**config.mk**
```make
export PLATFORM = sky130hd
export DESIGN_NAME = byte_accumulator
export DESIGN_NICKNAME = d
export VERILOG_FILES = /design/src/rtl/byte_accumulator_pkg.sv /design/src/rtl/Adder.sv /design/src/rtl/byte_accumulator.sv
export SDC_FILE = /design/constraint.sdc
export NUM_CORES = 1
export LEC_CHECK = 0
export CAP_MARGIN = 25
export CELL_PAD_IN_SITES_DETAIL_PLACEMENT = 1
export CELL_PAD_IN_SITES_GLOBAL_PLACEMENT = 2
export CORE_UTILIZATION = 31
export DETAILED_ROUTE_END_ITERATION = 10
export PLACE_DENSITY = 0.91
export SLEW_MARGIN = 10
export SYNTH_ARGS = -nofsm -noshare
export SYNTH_HDL_FRONTEND = slang
export SYNTH_SLANG_ARGS = --single-unit
export TNS_END_PERCENT = 10
```
**constraint.sdc**
```tcl
create_clock -name clk -period 4.1 [get_ports clk]
set_input_delay 0.82 -clock clk [delete_from_list [all_inputs] [get_ports clk]]
set_output_delay 0.82 -clock clk [all_outputs]
set_load 0.02 [all_outputs]
```
**src/rtl/byte_accumulator_pkg.sv**
```systemverilog
// Shared definitions for the byte accumulator: state encoding, datapath widths
// and the carry-loss helper.
package byte_accumulator_pkg;

    localparam int SUM_WIDTH     = 16;
    localparam int OPERAND_WIDTH = 8;

    typedef enum logic [1:0] {
        ST_IDLE  = 2'd0,
        ST_ACCUM = 2'd1,
        ST_DONE  = 2'd2
    } state_t;

    // An unsigned add of a non-negative operand lost its carry iff the result shrank.
    function automatic logic add_wrapped(
        input logic [SUM_WIDTH-1:0] before_value,
        input logic [SUM_WIDTH-1:0] after_value
    );
        return (after_value < before_value);
    endfunction

endpackage

```
**src/rtl/Adder.sv**
```systemverilog
// Combinational adder: zero-extends an 8-bit operand and adds it to a 16-bit
// running value, wrapping modulo 2^16.
module Adder
    import byte_accumulator_pkg::*;
(
    input  logic [OPERAND_WIDTH-1:0] new_operand,
    input  logic [SUM_WIDTH-1:0]     current_value,
    output logic [SUM_WIDTH-1:0]     output_value
);

    assign output_value = current_value
                        + {{(SUM_WIDTH-OPERAND_WIDTH){1'b0}}, new_operand};

endmodule

```
**src/rtl/byte_accumulator.sv**
```systemverilog
// Streams a block of bytes through Adder, keeps the running total and a sticky
// carry-loss flag, and presents the final sum on a valid/ready result port.
module byte_accumulator
    import byte_accumulator_pkg::*;
#(
    parameter int LEN_WIDTH = 8
) (
    input  logic                     clk,
    input  logic                     reset,
    input  logic                     start,
    input  logic [LEN_WIDTH-1:0]     block_len,
    input  logic                     in_valid,
    output logic                     in_ready,
    input  logic [OPERAND_WIDTH-1:0] in_data,
    output logic                     sum_valid,
    input  logic                     sum_ready,
    output logic [SUM_WIDTH-1:0]     sum_out,
    output logic                     wrapped,
    output logic                     busy
);

    state_t                 state_r;
    state_t                 state_next_s;
    logic [LEN_WIDTH-1:0]   cnt_r;
    logic [LEN_WIDTH-1:0]   cnt_next_s;
    logic [SUM_WIDTH-1:0]   acc_r;
    logic [SUM_WIDTH-1:0]   acc_next_s;
    logic                   wrapped_r;
    logic                   wrapped_next_s;
    logic [SUM_WIDTH-1:0]   add_result_s;

    Adder adder0 (
        .new_operand   (in_data),
        .current_value (acc_r),
        .output_value  (add_result_s)
    );

    // Handshake and status flags depend on state alone.
    assign in_ready  = (state_r == ST_ACCUM);
    assign sum_valid = (state_r == ST_DONE);
    assign busy      = (state_r != ST_IDLE);
    assign sum_out   = acc_r;
    assign wrapped   = wrapped_r;

    // Next-state and datapath update for the IDLE/ACCUM/DONE sequence.
    always_comb begin
        state_next_s   = state_r;
        cnt_next_s     = cnt_r;
        acc_next_s     = acc_r;
        wrapped_next_s = wrapped_r;
        case (state_r)
            ST_IDLE: begin
                if (start) begin
                    acc_next_s     = {SUM_WIDTH{1'b0}};
                    wrapped_next_s = 1'b0;
                    if (block_len != {LEN_WIDTH{1'b0}}) begin
                        cnt_next_s   = block_len;
                        state_next_s = ST_ACCUM;
                    end else begin
                        state_next_s = ST_DONE;
                    end
                end else begin
                    state_next_s = ST_IDLE;
                end
            end
            ST_ACCUM: begin
                if (in_valid) begin
                    acc_next_s     = add_result_s;
                    cnt_next_s     = cnt_r - LEN_WIDTH'(1);
                    wrapped_next_s = wrapped_r | add_wrapped(acc_r, add_result_s);
                    if (cnt_r == LEN_WIDTH'(1)) begin
                        state_next_s = ST_DONE;
                    end else begin
                        state_next_s = ST_ACCUM;
                    end
                end else begin
                    state_next_s = ST_ACCUM;
                end
            end
            ST_DONE: begin
                // A start coinciding with the handshake is dropped on purpose.
                if (sum_ready) begin
                    state_next_s = ST_IDLE;
                end else begin
                    state_next_s = ST_DONE;
                end
            end
            default: begin
                state_next_s = ST_IDLE;
            end
        endcase
    end

    // State, counter, accumulator and flag registers.
    always_ff @(posedge clk or posedge reset) begin
        if (reset) begin
            state_r   <= ST_IDLE;
            cnt_r     <= {LEN_WIDTH{1'b0}};
            acc_r     <= {SUM_WIDTH{1'b0}};
            wrapped_r <= 1'b0;
        end else begin
            state_r   <= state_next_s;
            cnt_r     <= cnt_next_s;
            acc_r     <= acc_next_s;
            wrapped_r <= wrapped_next_s;
        end
    end

endmodule

```
==> run_1/met1.png <==
The bar under the picture is 20 µm long.
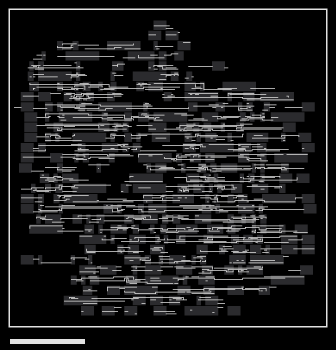
The layer carries 2850 µm of wire. 290 nets have wire on it. The wires run mostly horizontal. The longest straight run is 23.5 µm. The layer holds 50% of the routed length.

==> run_1/met2.png <==
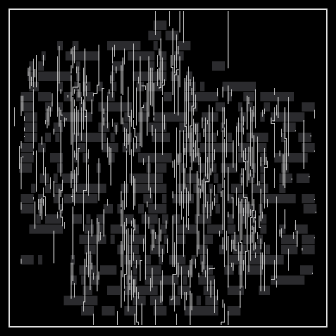
The layer carries 2690 µm of wire. The layer holds 47% of the routed length. 284 nets have wire on it. The wires run mostly vertical. The longest straight run is 39.1 µm.

==> results.tsv, run 1 <==
stage	metric	value	unit
power	sw_frac_of_total	47.9	%
floorplanning	n_tap_cell	77	
critical_path	required	4.27	ns
synthesis	synthArstFlopShare	100	%
status	violations	design-rule violations	
floorplanning	rows	29	
layout	clock_buffers	3	
layout	nonClockInverterCount	21	
timing	fin_skew	0.00325	ns
critical_path	worst_setup_path_end_kind	flip-flop	
critical_path	cpLargestDelayFamily	AND-OR/OR-AND gates	
critical_path	cp.arrival	3.95	ns
power	p_leak	1.13	nW
power	maxPowerGroup	combinational cells	
synthesis	top_area_cell	dfrtp_1	
layout	syn_to_final_growth	26.1	%
flow_run	warnings	27	
cts	cts-root-buf	clkbuf_8	
detailed_routing	vias_per_cell	5.33	
detailed_routing	drcViolationCount	8	
timing	slew_violations	0	
detailed_routing	post_drt_wl_per_cell	15.7	µm
layout	clkCellAreaFrac	1.75	%
power	power_frac_comb	65.5	%
synthesis	netlist_area	0.00210	mm²
critical_path	cp-endpoint	wrapped	
layout	n_all_buffers	46	
cts	clk_latency	0.28	ns
floorplanning	coreArea	0.00646	mm²
power	max-vdd-ir-drop	0.000225	V
critical_path	setup.worst_path.start_class	input port	
status	status	finished with violations	
synthesis	synthTopLogicFamily	AND-OR/OR-AND gates	
power	p_int	1.02	mW
synthesis	ys_warn_count	0	
power	pwr-share-clk	8.3	%
critical_path	crit_path_cell_trace	clkdlybuf4s50_1 > ha_1 > inv_1 > fa_1 > nor2b_1 > o21ai_1 > a21boi_2 > o21a_1 > o211ai_1 > a21oi_1 > ha_1 > xor2_2 > a21oi_1 > mux2i_1 > a211oi_2 > o211a_1	
synthesis	ys_ff	27	
synthesis	ys_chip_area	0.00210	mm²
timing	period_needed	3.77	ns
critical_path	max_stage_delay	0.47	ns
layout	diodes	0	
layout	drive_above_1_share	8.77	%
synthesis	synth_top_cell_by_count	dfrtp_1	
placement	placedInstanceArea	0.00258	mm²
synthesis	ys_sh_simple	18.5	%
layout	area_dominant_class	combinational gates	
synthesis	floorplan.nets	286	
min_path	hp-class	reg -> reg	
power	pg_seq	0.512	mW
synthesis	synth-main-ff-cell	dfrtp_1	
layout	nonClkBufAreaFrac	16.8	%
synthesis	compound_area_share	24.2	%
layout	fin_nets	328	
cts	htree_levels	1	
detailed_routing	wl_met1	2850	µm
cts	path_clk_slew	0.10	ns
detailed_routing	ant_nets	0	
global_route	grt.busiest_layer	met2	
synthesis	yosys-top-cells-count	dfrtp_1, nor2_1, nand2_1, o21ai_0	
critical_path	r2r_start	sum_out[0]	
==> run_1/met3.png <==
The bar under the picture is 20 µm long.
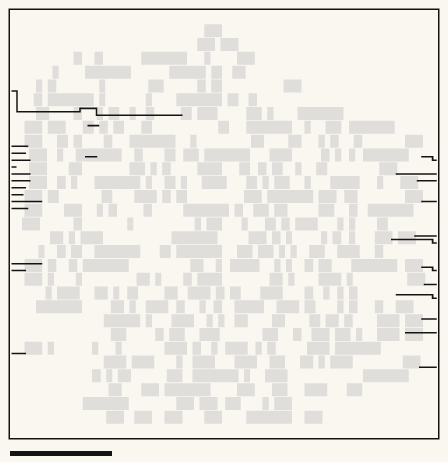
The wires run mostly horizontal. 27 nets have wire on it.
DR vias: 1929
final WL: 5690 µm

==> run_1/final_placement.png <==
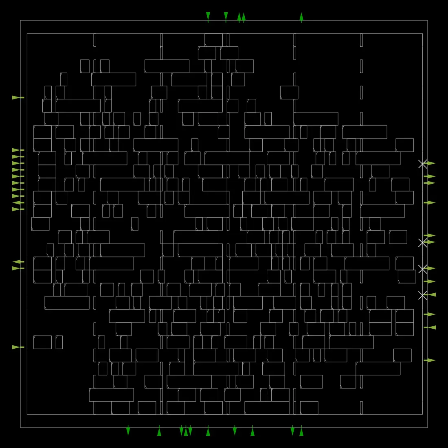
Fill cells: 768
flop share of the area: 25.5%
non-filler cells, final: 362
Seq cells: 27

==> run 1 -> run 2 <==
--- a/config.mk
+++ b/config.mk
@@ -5,6 +5,7 @@
 export SDC_FILE = /design/constraint.sdc
 export NUM_CORES = 1
 export LEC_CHECK = 0
+export ABC_CLOCK_PERIOD_IN_PS = 4100
 export CAP_MARGIN = 25
 export CELL_PAD_IN_SITES_DETAIL_PLACEMENT = 1
 export CELL_PAD_IN_SITES_GLOBAL_PLACEMENT = 2
==> run_2/registers.png <==
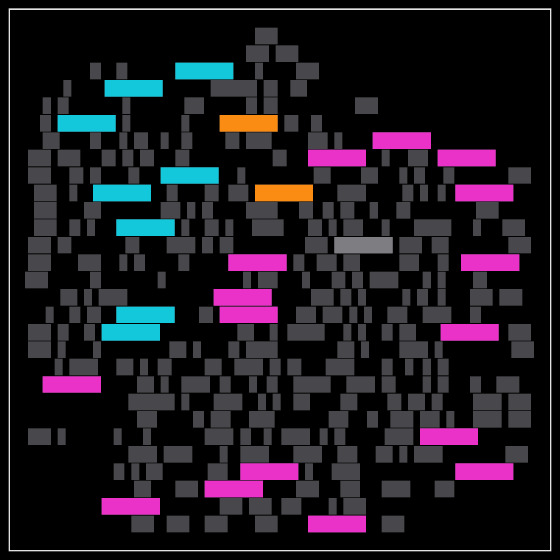
sum_out: marked magenta, sequential cells 16. state_r: marked orange, sequential cells 2. cnt_r: marked cyan, sequential cells 8.
Another 1 sequential cells are not colored.
P_seq: 0.512 mW
Register Area: 676 µm²
post-layout util: 41.0%

==> run_2/met2.png <==
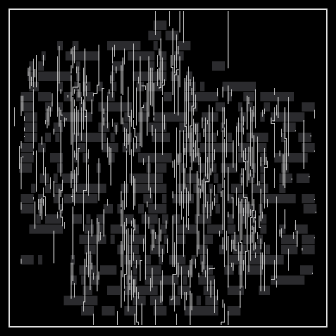
The layer holds 47% of the routed length. The longest straight run is 39.1 µm. The layer carries 2690 µm of wire. The wires run mostly vertical.

==> run 2 against run 1 <==
Compared with the run above:
- the run still ends with design-rule violations left
- maximum frequency unchanged
- register-to-register slack about the same
- die size unchanged
==> results.tsv, run 2 <==
stage	metric	value	unit	change
power	pwr-share-clk	8.3	%	about the same
power	max-vdd-ir-drop	0.000225	V	unchanged
layout	diodes	0		unchanged
layout	clkCellAreaFrac	1.75	%	unchanged
layout	flops	27		unchanged
power	p_int	1.02	mW	unchanged
detailed_routing	wl_met1	2850	µm	unchanged
power	power_frac_comb	65.5	%	about the same
critical_path	cpLargestDelayFamily	AND-OR/OR-AND gates		
critical_path	worst_setup_path_end_kind	flip-flop		
synthesis	yosys-top-cells-count	dfrtp_1, nor2_1, nand2_1, o21ai_0		
min_path	hp-class	reg -> reg		
synthesis	synthTopLogicFamily	AND-OR/OR-AND gates		
layout	seq_share	25.5	%	unchanged
synthesis	ys_chip_area	0.00210	mm²	unchanged
floorplanning	coreArea	0.00646	mm²	unchanged
synthesis	top_area_cell	dfrtp_1		
synthesis	ys_ff	27		unchanged
layout	nonClkBufAreaFrac	16.8	%	unchanged
layout	n_all_buffers	46		unchanged
timing	slew_violations	0		unchanged
cts	clk_latency	0.28	ns	about the same
synthesis	ys_sh_simple	18.5	%	unchanged
detailed_routing	vias_per_cell	5.33		unchanged
power	sw_frac_of_total	47.9	%	unchanged
critical_path	crit_path_cell_trace	clkdlybuf4s50_1 > ha_1 > inv_1 > fa_1 > nor2b_1 > o21ai_1 > a21boi_2 > o21a_1 > o211ai_1 > a21oi_1 > ha_1 > xor2_2 > a21oi_1 > mux2i_1 > a211oi_2 > o211a_1		
timing	period_needed	3.77	ns	unchanged
global_route	grt.busiest_layer	met2		
layout	fin_nets	328		unchanged
cts	cts-root-buf	clkbuf_8		
critical_path	required	4.27	ns	about the same
layout	stdcell_count	362		unchanged
timing	rsz0062_at_grt	false		
synthesis	netlist_area	0.00210	mm²	unchanged
critical_path	cp.arrival	3.95	ns	about the same
floorplanning	initCoreUtil	32.5	%	
layout	lay_top_cells	clkdlybuf4s50_1, dfrtp_1, nor2_1, nand2_1		
timing	fin_skew	0.00325	ns	unchanged
status	status	finished with violations		
power	p_leak	1.13	nW	unchanged
cts	path_clk_slew	0.10	ns	about the same
status	violations	design-rule violations		
layout	largest_reg_flops	16		
critical_path	setup.worst_path.start_class	input port		
placement	placedInstanceArea	0.00258	mm²	unchanged
layout	clock_buffers	3		unchanged
synthesis	synth-main-ff-cell	dfrtp_1		
cts	htree_levels	1		unchanged
detailed_routing	drcViolationCount	8		unchanged
floorplanning	n_tap_cell	77		unchanged
detailed_routing	ant_nets	0		unchanged
synthesis	compound_area_share	24.2	%	unchanged
detailed_routing	post_drt_wl_per_cell	15.7	µm	unchanged
layout	area_dominant_class	combinational gates		
layout	syn_to_final_growth	26.1	%	unchanged
layout	nonClockInverterCount	21		unchanged
synthesis	synth_top_cell_by_count	dfrtp_1		
synthesis	synthArstFlopShare	100	%	unchanged
power	maxPowerGroup	combinational cells		
flow_run	warnings	27		unchanged
detailed_routing	route.vias.total	1929		unchanged
==> run_2/met1.png <==
The bar under the picture is 20 µm long.
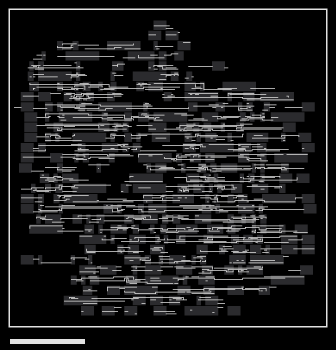
The wires run mostly horizontal. The layer carries 2850 µm of wire.

==> run 2 -> run 3 <==
--- a/config.mk
+++ b/config.mk
@@ -16,4 +16,4 @@
 export SYNTH_ARGS = -nofsm -noshare
 export SYNTH_HDL_FRONTEND = slang
 export SYNTH_SLANG_ARGS = --single-unit
-export TNS_END_PERCENT = 10
+export TNS_END_PERCENT = 1
==> run_3/final_placement.png <==
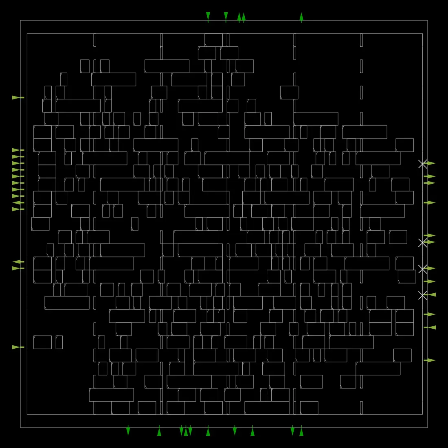
FP Rows: 29
TAP cells: 77
core region area: 0.00646 mm²

==> run_3/registers.png <==
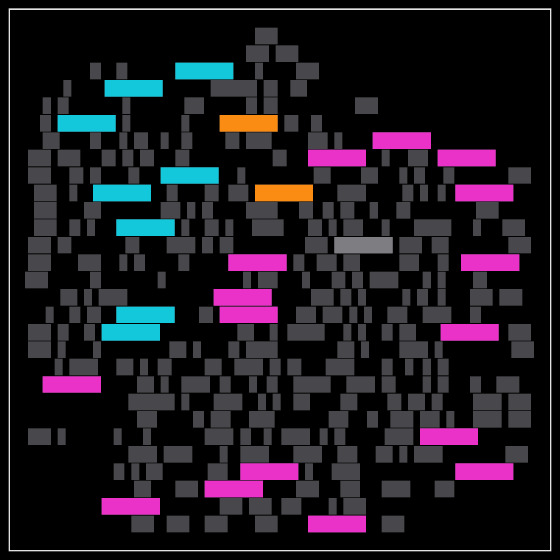
cnt_r: marked cyan, sequential cells 8. state_r: marked orange, sequential cells 2. sum_out: marked magenta, sequential cells 16.

==> run_3/met2.png <==
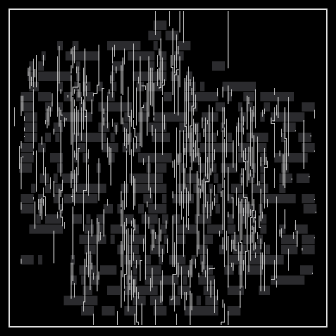
The wires run mostly vertical. 284 nets have wire on it.

==> run 3 against run 2 <==
Compared with the run above:
- the flow still finishes with violations (design-rule violations)
- critical path type unchanged
- maximum frequency unchanged
- synthesized cell count unchanged
- setup slack unchanged
- global-route usage unchanged
==> results.tsv, run 3 <==
stage	metric	value	unit	change
power	sw_frac_of_total	47.9	%	unchanged
global_route	grt.busiest_layer	met2		
power	pwr-share-clk	8.3	%	about the same
synthesis	ys_cells	244		
timing	tightest_slew	0.963	ns	
critical_path	worst_setup_path_end_kind	flip-flop		
detailed_routing	vias_per_cell	5.33		unchanged
critical_path	required	4.27	ns	about the same
timing	slew_violations	0		unchanged
placement	placedInstanceArea	0.00258	mm²	unchanged
layout	n_all_buffers	46		unchanged
layout	ff_latch_area	676	µm²	unchanged
layout	lay_top_cells	clkdlybuf4s50_1, dfrtp_1, nor2_1, nand2_1		
detailed_routing	ant_nets	0		unchanged
power	power_frac_comb	65.5	%	about the same
status	violations	design-rule violations		
critical_path	cpLargestDelayFamily	AND-OR/OR-AND gates		
layout	logic_area	0.00131	mm²	
timing	fin_skew	0.00325	ns	unchanged
min_path	hp-class	reg -> reg		
timing	finalClockPeriodUsage	92.0	%	
critical_path	cp.arrival	3.95	ns	about the same
global_route	met1_usage	24.0	%	
layout	fin_nets	328		unchanged
synthesis	netlist_area	0.00210	mm²	unchanged
flow_run	warnings	27		unchanged
synthesis	synth-main-ff-cell	dfrtp_1		
synthesis	ys_ff	27		unchanged
global_route	grtUsageMet3	1.87	%	
layout	nonClockInverterCount	21		unchanged
critical_path	cp-endpoint	wrapped		
synthesis	ys_chip_area	0.00210	mm²	unchanged
power	power	1.96	mW	
synthesis	ys_sh_simple	18.5	%	unchanged
cts	htree_levels	1		unchanged
timing	rsz0062_at_grt	false		
layout	diodes	0		unchanged
cts	clk_latency	0.28	ns	about the same
critical_path	r2r_slack	0.94	ns	
cts	path_clk_slew	0.10	ns	about the same
layout	area_dominant_class	combinational gates		
cts	cts_made_buffers	3		
power	maxPowerGroup	combinational cells		
layout	nonClkBufAreaFrac	16.8	%	unchanged
critical_path	worstSetupPathType	in -> reg		
layout	largest_reg_flops	16		unchanged
layout	flops	27		unchanged
critical_path	cp_slowest_cell	clkdlybuf4s50_1		
layout	stdcell_count	362		unchanged
synthesis	synth-seq-area-share	32.2	%	
power	p_int	1.02	mW	unchanged
min_path	hold_end	cnt_r[6]		
detailed_routing	wl_met1	2850	µm	unchanged
power	max-vdd-ir-drop	0.000225	V	unchanged
detailed_routing	drcViolationCount	8		unchanged
cts	cts-root-buf	clkbuf_8		
floorplanning	initCoreUtil	32.5	%	unchanged
critical_path	setup.worst_path.start_class	input port		
detailed_routing	post_drt_wl_per_cell	15.7	µm	unchanged
synthesis	top_area_cell	dfrtp_1		
detailed_routing	route.vias.total	1929		unchanged
layout	syn_to_final_growth	26.1	%	unchanged
synthesis	yosys-top-cells-count	dfrtp_1, nor2_1, nand2_1, o21ai_0		
global_route	grt_use_total	17.2	%	
cts	cts_setup_buffers	0		
layout	clock_buffers	3		unchanged
global_route	grt_pass1_wl	9910	µm	
power	p_leak	1.13	nW	unchanged
status	status	finished with violations		
synthesis	synthTopLogicFamily	AND-OR/OR-AND gates		
timing	period_needed	3.77	ns	unchanged
layout	comb_share	49.2	%	
critical_path	crit_path_cell_trace	clkdlybuf4s50_1 > ha_1 > inv_1 > fa_1 > nor2b_1 > o21ai_1 > a21boi_2 > o21a_1 > o211ai_1 > a21oi_1 > ha_1 > xor2_2 > a21oi_1 > mux2i_1 > a211oi_2 > o211a_1		
layout	seq_share	25.5	%	unchanged
layout	clkCellAreaFrac	1.75	%	unchanged
detailed_routing	drt_iter0_markers	74		
synthesis	synth_top_cell_by_count	dfrtp_1		
synthesis	synthArstFlopShare	100	%	unchanged
layout	final_util	41.0	%	unchanged
power	pg_seq	0.512	mW	about the same
synthesis	compound_area_share	24.2	%	unchanged
Power and IR drop assume default switching activity.
